<file path="src/rtl/hex_display_ctrl_if.sv">
// rtl/hex_display_ctrl_if.sv - LSU IO bus port bundle for the seven-segment display controller
interface hex_display_ctrl_if #(
  parameter int ADDR_W = 5
);
  logic              st_en;
  logic [2:0]        funct3;
  logic [ADDR_W-1:0] addr;
  logic [31:0]       st_data;
  logic              ld_en;
  logic [31:0]       ld_data;
  logic              ld_valid;

  modport master (
    output st_en, funct3, addr, st_data, ld_en,
    input  ld_data, ld_valid
  );

  modport slave (
    input  st_en, funct3, addr, st_data, ld_en,
    output ld_data, ld_valid
  );
endinterface

</file>
<file path="src/rtl/hex_display_ctrl.sv">
// rtl/hex_display_ctrl.sv - memory-mapped seven-segment controller with hex decode and blink
// Digit bytes sit at offsets 0..NUM_DIGITS-1, the control word at CTRL_OFF; segments are active-low.
module hex_display_ctrl #(
  parameter int NUM_DIGITS = 8,
  parameter int ADDR_W     = 5,
  parameter int CTRL_OFF   = 16,
  parameter int BLINK_DIV  = 25000000
) (
  input  logic                    clk_i,
  input  logic                    rst_ni,
  hex_display_ctrl_if.slave       bus,
  output logic [7*NUM_DIGITS-1:0] o_io_hex
);
  localparam int CNT_W = $clog2(BLINK_DIV);

  logic [7:0]            digit_q [NUM_DIGITS];
  logic [7:0]            digit_d [NUM_DIGITS];
  logic [16:0]           ctrl_q, ctrl_d;
  logic [CNT_W-1:0]      blink_cnt_q;
  logic                  phase_q;
  logic [2:0]            n_lanes;
  logic [ADDR_W-1:0]     word_base;
  logic [31:0]           rd_word;
  logic [7*NUM_DIGITS-1:0] seg_d;

  function automatic logic [6:0] glyph(input logic [3:0] nib);
    case (nib)
      4'h0: glyph = 7'h40;
      4'h1: glyph = 7'h79;
      4'h2: glyph = 7'h24;
      4'h3: glyph = 7'h30;
      4'h4: glyph = 7'h19;
      4'h5: glyph = 7'h12;
      4'h6: glyph = 7'h02;
      4'h7: glyph = 7'h78;
      4'h8: glyph = 7'h00;
      4'h9: glyph = 7'h10;
      4'hA: glyph = 7'h08;
      4'hB: glyph = 7'h03;
      4'hC: glyph = 7'h46;
      4'hD: glyph = 7'h21;
      4'hE: glyph = 7'h06;
      default: glyph = 7'h0E;
    endcase
  endfunction

  // Each lane targets addr+k; lanes outside the digit or ctrl windows fall through untouched.
  always_comb begin
    digit_d = digit_q;
    ctrl_d  = ctrl_q;
    case (bus.funct3)
      3'd0:    n_lanes = 3'd1;
      3'd1:    n_lanes = 3'd2;
      3'd2:    n_lanes = 3'd4;
      default: n_lanes = 3'd0;
    endcase
    if (bus.st_en) begin
      for (int k = 0; k < 4; k++) begin
        if (k < int'(n_lanes)) begin
          for (int i = 0; i < NUM_DIGITS; i++) begin
            if (int'(bus.addr) + k == i) digit_d[i] = bus.st_data[8*k +: 8];
          end
          if (int'(bus.addr) + k == CTRL_OFF)     ctrl_d[7:0]  = bus.st_data[8*k +: 8];
          if (int'(bus.addr) + k == CTRL_OFF + 1) ctrl_d[15:8] = bus.st_data[8*k +: 8];
          if (int'(bus.addr) + k == CTRL_OFF + 2) ctrl_d[16]   = bus.st_data[8*k];
        end
      end
    end
  end

  assign word_base = {bus.addr[ADDR_W-1:2], 2'b00};

  always_comb begin
    rd_word = '0;
    for (int b = 0; b < 4; b++) begin
      for (int i = 0; i < NUM_DIGITS; i++) begin
        if (int'(word_base) + b == i) rd_word[8*b +: 8] = digit_q[i];
      end
      if (int'(word_base) + b == CTRL_OFF)     rd_word[8*b +: 8] = ctrl_q[7:0];
      if (int'(word_base) + b == CTRL_OFF + 1) rd_word[8*b +: 8] = ctrl_q[15:8];
      if (int'(word_base) + b == CTRL_OFF + 2) rd_word[8*b +: 8] = {7'b0, ctrl_q[16]};
    end
  end

  always_comb begin
    seg_d = '0;
    for (int i = 0; i < NUM_DIGITS; i++) begin
      if (ctrl_q[16] && phase_q && ctrl_q[8+i])
        seg_d[7*i +: 7] = 7'h7F;
      else if (ctrl_q[i])
        seg_d[7*i +: 7] = glyph(digit_q[i][3:0]);
      else
        seg_d[7*i +: 7] = digit_q[i][6:0];
    end
  end

  always_ff @(posedge clk_i or negedge rst_ni) begin
    if (!rst_ni) begin
      digit_q      <= '{default: '0};
      ctrl_q       <= '0;
      blink_cnt_q  <= '0;
      phase_q      <= 1'b0;
      bus.ld_data  <= '0;
      bus.ld_valid <= 1'b0;
      o_io_hex     <= '0;
    end else begin
      digit_q      <= digit_d;
      ctrl_q       <= ctrl_d;
      bus.ld_valid <= bus.ld_en;
      if (bus.ld_en) bus.ld_data <= rd_word;
      o_io_hex     <= seg_d;
      // Counting starts only once blink_en is already live; disabling clears on the write edge.
      if (!ctrl_q[16] || !ctrl_d[16]) begin
        blink_cnt_q <= '0;
        phase_q     <= 1'b0;
      end else if (blink_cnt_q == CNT_W'(BLINK_DIV - 1)) begin
        blink_cnt_q <= '0;
        phase_q     <= ~phase_q;
      end else begin
        blink_cnt_q <= blink_cnt_q + CNT_W'(1);
      end
    end
  end
endmodule
</file>
<file path="src/flat_wrapper.sv">
// flat-port wrapper written by rule: the top's interface ports become plain ports
module hex_display_ctrl_flat 
#(
  parameter int NUM_DIGITS = 8,
  parameter int ADDR_W     = 5,
  parameter int CTRL_OFF   = 16,
  parameter int BLINK_DIV  = 25000000
)
  (clk_i, rst_ni, o_io_hex, bus_st_en, bus_funct3, bus_addr, bus_st_data, bus_ld_en, bus_ld_data, bus_ld_valid);
  hex_display_ctrl_if #(.ADDR_W(ADDR_W)) bus_i ();
  input  logic clk_i;
  input  logic rst_ni;
  output logic [7*NUM_DIGITS-1:0] o_io_hex;
  input wire logic [$bits(bus_i.st_en)-1:0] bus_st_en;
  input wire logic [$bits(bus_i.funct3)-1:0] bus_funct3;
  input wire logic [$bits(bus_i.addr)-1:0] bus_addr;
  input wire logic [$bits(bus_i.st_data)-1:0] bus_st_data;
  input wire logic [$bits(bus_i.ld_en)-1:0] bus_ld_en;
  output wire logic [$bits(bus_i.ld_data)-1:0] bus_ld_data;
  output wire logic [$bits(bus_i.ld_valid)-1:0] bus_ld_valid;
  assign bus_i.st_en = bus_st_en;
  assign bus_i.funct3 = bus_funct3;
  assign bus_i.addr = bus_addr;
  assign bus_i.st_data = bus_st_data;
  assign bus_i.ld_en = bus_ld_en;
  assign bus_ld_data = bus_i.ld_data;
  assign bus_ld_valid = bus_i.ld_valid;
  hex_display_ctrl #(.NUM_DIGITS(NUM_DIGITS), .ADDR_W(ADDR_W), .CTRL_OFF(CTRL_OFF), .BLINK_DIV(BLINK_DIV)) u_core (.clk_i(clk_i), .rst_ni(rst_ni), .bus(bus_i), .o_io_hex(o_io_hex));
endmodule
</file>
<file path="config.mk">
export PLATFORM = sky130hd
export DESIGN_NAME = hex_display_ctrl_flat
export DESIGN_NICKNAME = d
export VERILOG_FILES = /design/src/rtl/hex_display_ctrl_if.sv /design/src/rtl/hex_display_ctrl.sv /design/src/flat_wrapper.sv
export SDC_FILE = /design/constraint.sdc
export NUM_CORES = 1
export LEC_CHECK = 0
export CAP_MARGIN = 20
export CORE_MARGIN = 1
export CORE_UTILIZATION = 40
export DETAILED_ROUTE_END_ITERATION = 6
export PLACE_DENSITY_LB_ADDON = 0.12
export SYNTH_ARGS = -nofsm -noshare
export SYNTH_HDL_FRONTEND = slang
export SYNTH_SLANG_ARGS = --single-unit
</file>
<file path="constraint.sdc">
create_clock -name clk_i -period 3.9 [get_ports clk_i]
set_input_delay 0.39 -clock clk_i [delete_from_list [all_inputs] [get_ports clk_i]]
set_output_delay 0.39 -clock clk_i [all_outputs]
set_load 0.03 [all_outputs]
</file>
Run 1, a small window of the routed layout:
Window x 79 to 109, y 41 to 71 microns. Cells in grey, sequential cells in the stronger grey; small squares are vias.
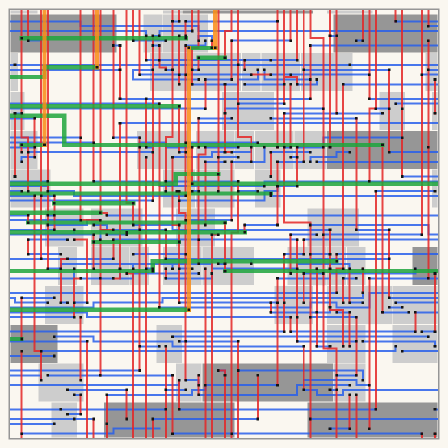
met4 -> orange
met1 -> blue
met2 -> red
met3 -> green
netlist names of flops here include = u_core.digit_q (6)
most frequent = a211oi_1 (12), mux2i_1 (8), nor2_1 (8)
sequential cells in the window = 6
cells with their middle in the window = 49

Run 1, signal wires on met4:
Scale: 2 px per micron. Supply wires on this layer in grey.
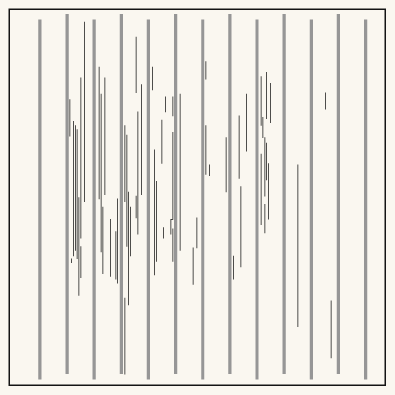
main direction = vertical
wire length on this layer = 1980 microns
longest straight run = 89.8 microns
share of all routed wire = 3.9%

==> notes.md, run 1 <==
Figures from the flow reports.

Outcome:
- The run finished with clean final reports.

Synth:
- Of the total synthesized cell area, the portion taken by AND, OR, NAND and NOR gates is about 18%.
- For reference, the mux area share after synthesis is about an eighth.
- The run puts the synthesized flop and latch total at 196.
- The run puts the area share of the leading cell type in the synthesized netlist at around 36%.
- Per the synthesis report, the number of distinct cell types is 75.
- The run puts the share of synthesized area occupied by flip-flops and latches at approximately 36%.

Final layout:
- At the end of the flow, the number of nets in the layout was about 1700.
- The run puts the sequential cell count at approximately 200.
- The run gives the area added between synthesis and finish as 15.2%.
- The run puts the proportion of cell area spent on the clock network at under 10%.
- The run gives the flip-flop count of the largest register, all copies and words added as 64.
- Ranking logic cells in the layout by count gives the top entries sky130_fd_sc_hd__dfrtp_1, sky130_fd_sc_hd__nand2_1, sky130_fd_sc_hd__mux2i_1, sky130_fd_sc_hd__clkdlybuf4s50_1, sky130_fd_sc_hd__nor2_1.
- The run puts the number of multi-input combinational cells at ~1200.

Clock network:
- The run puts the number of sinks handled by clock tree synthesis at 196.
- The run gives the library cell used as clock root buffer as sky130_fd_sc_hd__clkbuf_16.
- TritonCTS built the clock tree.

Final timing:
- The run puts the final-layout setup total negative slack at 0 ns.
- The run puts the hold violation count in the final report at 0.
- On the final layout, the worst hold slack is roughly 0.48 ns.
- The run gives the final setup violation count as 0.

Global route:
- The run puts the global-route congestion overflow total at 0.
- The run puts the met2 usage in global routing at between 40 and 50%.
- The run gives the met3 capacity usage during global routing as under 10%.

Run:
- The number of warnings reported in the stage logs is ~67.

Worst hold path:
- The path class of the tightest hold or removal check is in2reg.
- The run gives the origin of the worst min-delay path as bus_st_en.

Die:
- The run gives the floorplan die width as between 150 and 200 microns.
- The run puts the tap cell instance count at 448.

Drt:
- The run gives the routed length on met2 as around 22000 microns.
- The routed design shows a via density per instance of between 6 and 7.
- The run gives the wire length on met3 as 4210 microns.
- The run puts the sum of routed wire segments on met1 at around 22000 microns.

Power:
- The run gives the static leakage power as about 6.9 nW.
- The run puts the cell area power density at around 500 nW/um^2.

Setup path:
- The run gives the kind of critical path as in2reg.
Run 1, wiring heat map:
Scale: 2 px per micron. 37 x 37 tiles, from white (low) to dark blue (high), scaled to the fullest tile. Values are wire area over tile area, all layers added.
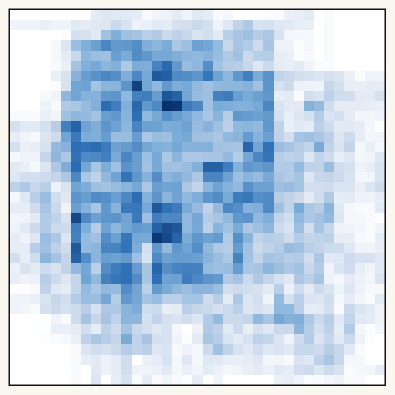
nearly empty tiles = 10%
tiles over half the peak = 19%
fullest tile = 0.84
Routed Wire Length: 50400 microns
gr usage total: 28.7%
total via count after detailed routing: 12799
routed wirelength normalized by instance count: 24.2 microns

Run 1, gate families picked out:
Scale: 3 px per micron.
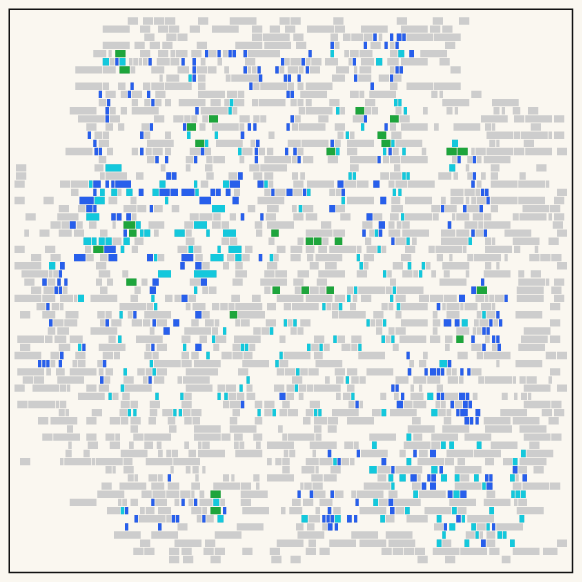
NOR gates -> cyan  # cells 191, most used nor2_1, where spread over the die
NAND gates -> blue  # cells 267, most used nand2_1, where spread over the die
AND-OR and OR-AND gates -> green  # cells 28

run 1: per-stage QoR:
stage	instances	cell area, sq um	util (%)	power, W
after floorplan	1586	13700	-	0.00503
after global placement	2053	15200	45.3	0.00625
after detailed placement	2053	15200	45.3	0.00628
after CTS	2085	15800	47.1	0.00811
after global routing	2085	15800	47.1	0.00854
final	2085	15800	47.1	0.00809
run 1: power breakdown:
part	internal, W	total [W]	switching (W)
registers	0.00251	0.00311	0.000600
clock network	0.000963	0.00182	0.000857
logic	0.00137	0.00317	0.00180
total	0.00484	0.00809	0.00325
run 1: worst max-delay path: cells and delay by family:
kind	cells	cell delay [ns]
xor gates and xnor gates	1	0.25
AOI/OAI and AO/OA	2	0.47
adders and majority gates	1	0.50
buffers and inverters	1	0.68
and+or+nand+nor	3	1.14
Run 1, track usage over the die:
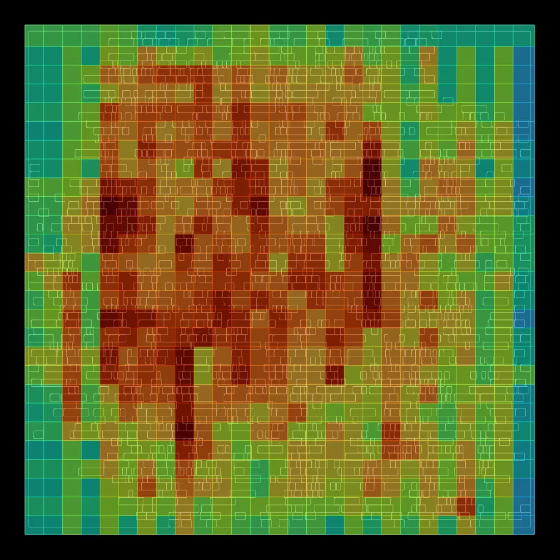

## Run 2: what changed since run 1
Clock period 3.9 ns to 2.57 ns, I/O delays scaled along.
Run 2, track usage over the die:
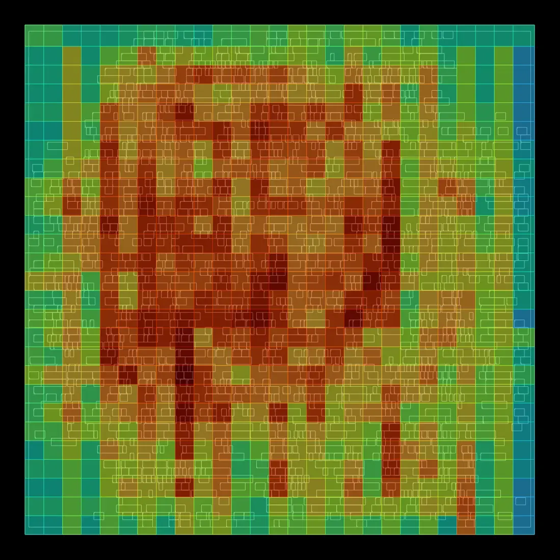
met1 Resource Use GR: 40.6%
utilization of the core after routing: 50.2%
busiest layer in global routing: met2
gr usage total: 29.6%
met2 track utilization from global routing: 43.7%

Run 2, a small window of the routed layout:
Window x 79 to 109, y 41 to 71 microns. Cells in grey, sequential cells in the stronger grey; small squares are vias.
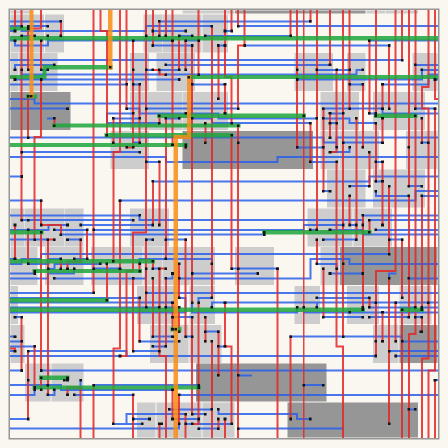
met2 -> red
met3 -> green
met1 -> blue
met4 -> orange
sequential cells in the window = 4
cells with their middle in the window = 52
netlist names of flops here include = u_core.digit_q (4)
most frequent = a211oi_1 (14), nor2_1 (8), mux2i_1 (6)

==> notes.md, run 2 <==
Figures from the flow reports.

Outcome:
- The flow ran to the end, and the final reports show no timing, DRC or antenna violations.

Final layout:
- The run gives the flip-flop count of the largest register, all copies and words added as 64.
- Leaving out fill and tap cells, the most frequent cells in the layout are sky130_fd_sc_hd__dfrtp_1, sky130_fd_sc_hd__nand2_1, sky130_fd_sc_hd__buf_4.
- The run puts the net count of the finished layout at between 1500 and 2000.
- The run gives the area added between synthesis and finish as 23.0%.

Clock network:
- The run gives the library cell used as clock root buffer as sky130_fd_sc_hd__clkbuf_16.
- The run gives the clock tree from TritonCTS as yes.
- The clock tree has to reach 196 sinks.

Power:
- The clock network burns between 20% and 30% of the power.
- Clock network power for this build is 0.00271 W.
- The run puts the static leakage power at around 7.5 nW.
- The net switching power in the latest report is between 0.004 and 0.005 W.
- The run gives the sequential fraction of design power as between 30 and 40%.
- The run puts the share of total power in combinational logic at 40.1%.
- Ranked by power, first place goes to combinational logic.

Setup path:
- The setup path with the least slack is of type in2reg.
- The timing report lists the critical path depth as 10 cells.
- The number of buffers and inverters on the critical path is 3.

Drt:
- For this block, the via count after detailed routing is 13192.
- The run puts the total wire length after detailed routing at 51200 microns.
- Wire segments on met3 add up to between 3000 and 4000 microns in the final route.
- Wire segments on met2 add up to approximately 23000 microns in the final route.

Placed design:
- The placed instances occupy a cell area of 16300 sq um.
- The detailed placer reported the number of placed instances as ~2200.

Synth:
- The run gives the area share of the leading cell type in the synthesized netlist as a little over a third.

Final timing:
- The run puts the final-layout setup total negative slack at 0 ns.
- The run gives the worst hold-check slack as around 0.27 ns.
- The run puts the final setup violation count at 0.

Worst hold path:
- In this run the most critical hold path is launched from bus_st_en.

Run:
- The tool warning count for the run is between 60 and 70.

Global route:
- The global routing report lists met3 layer usage as 5.95%.
Run 2, wiring heat map:
Scale: 2 px per micron. 37 x 37 tiles, from white (low) to dark blue (high), scaled to the fullest tile. Values are wire area over tile area, all layers added.
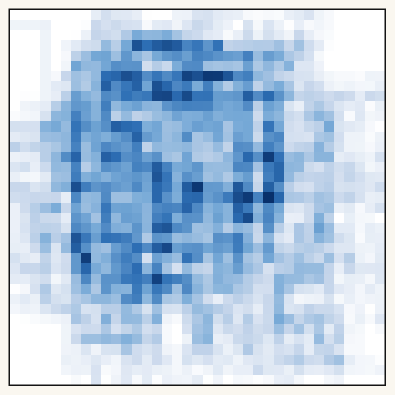
densest ninth of the die = centre
tiles over half the peak = 23%
fullest tile = 0.78

==> run 2: final cells by class <==
cell class,instances,area [sq um]
fill,3174,16700
sequential,196,4900
antenna,1,2.50
clock buffer,21,470
tap,448,561
inverter,67,251
clock inverter,10,97.6
timing repair buffer,290,2670
multi-input combinational,1177,7930
==> run 2: kinds of logic (layout without fill, tap and decap cells) <==
kind of cell,count (synthesis),count (layout),share of synthesized area (%)
AND-OR/OR-AND,440,440,21.5
XOR/XNOR,28,28,1.84
adder cells (fa/ha/maj),51,51,4.65
buffers and inverters,213,388,6.53
flip-flops,196,196,35.7
multiplexers,159,159,11.9
other,0,1,0
AND/OR/NAND/NOR,499,499,17.9
Power and IR drop assume default switching activity.
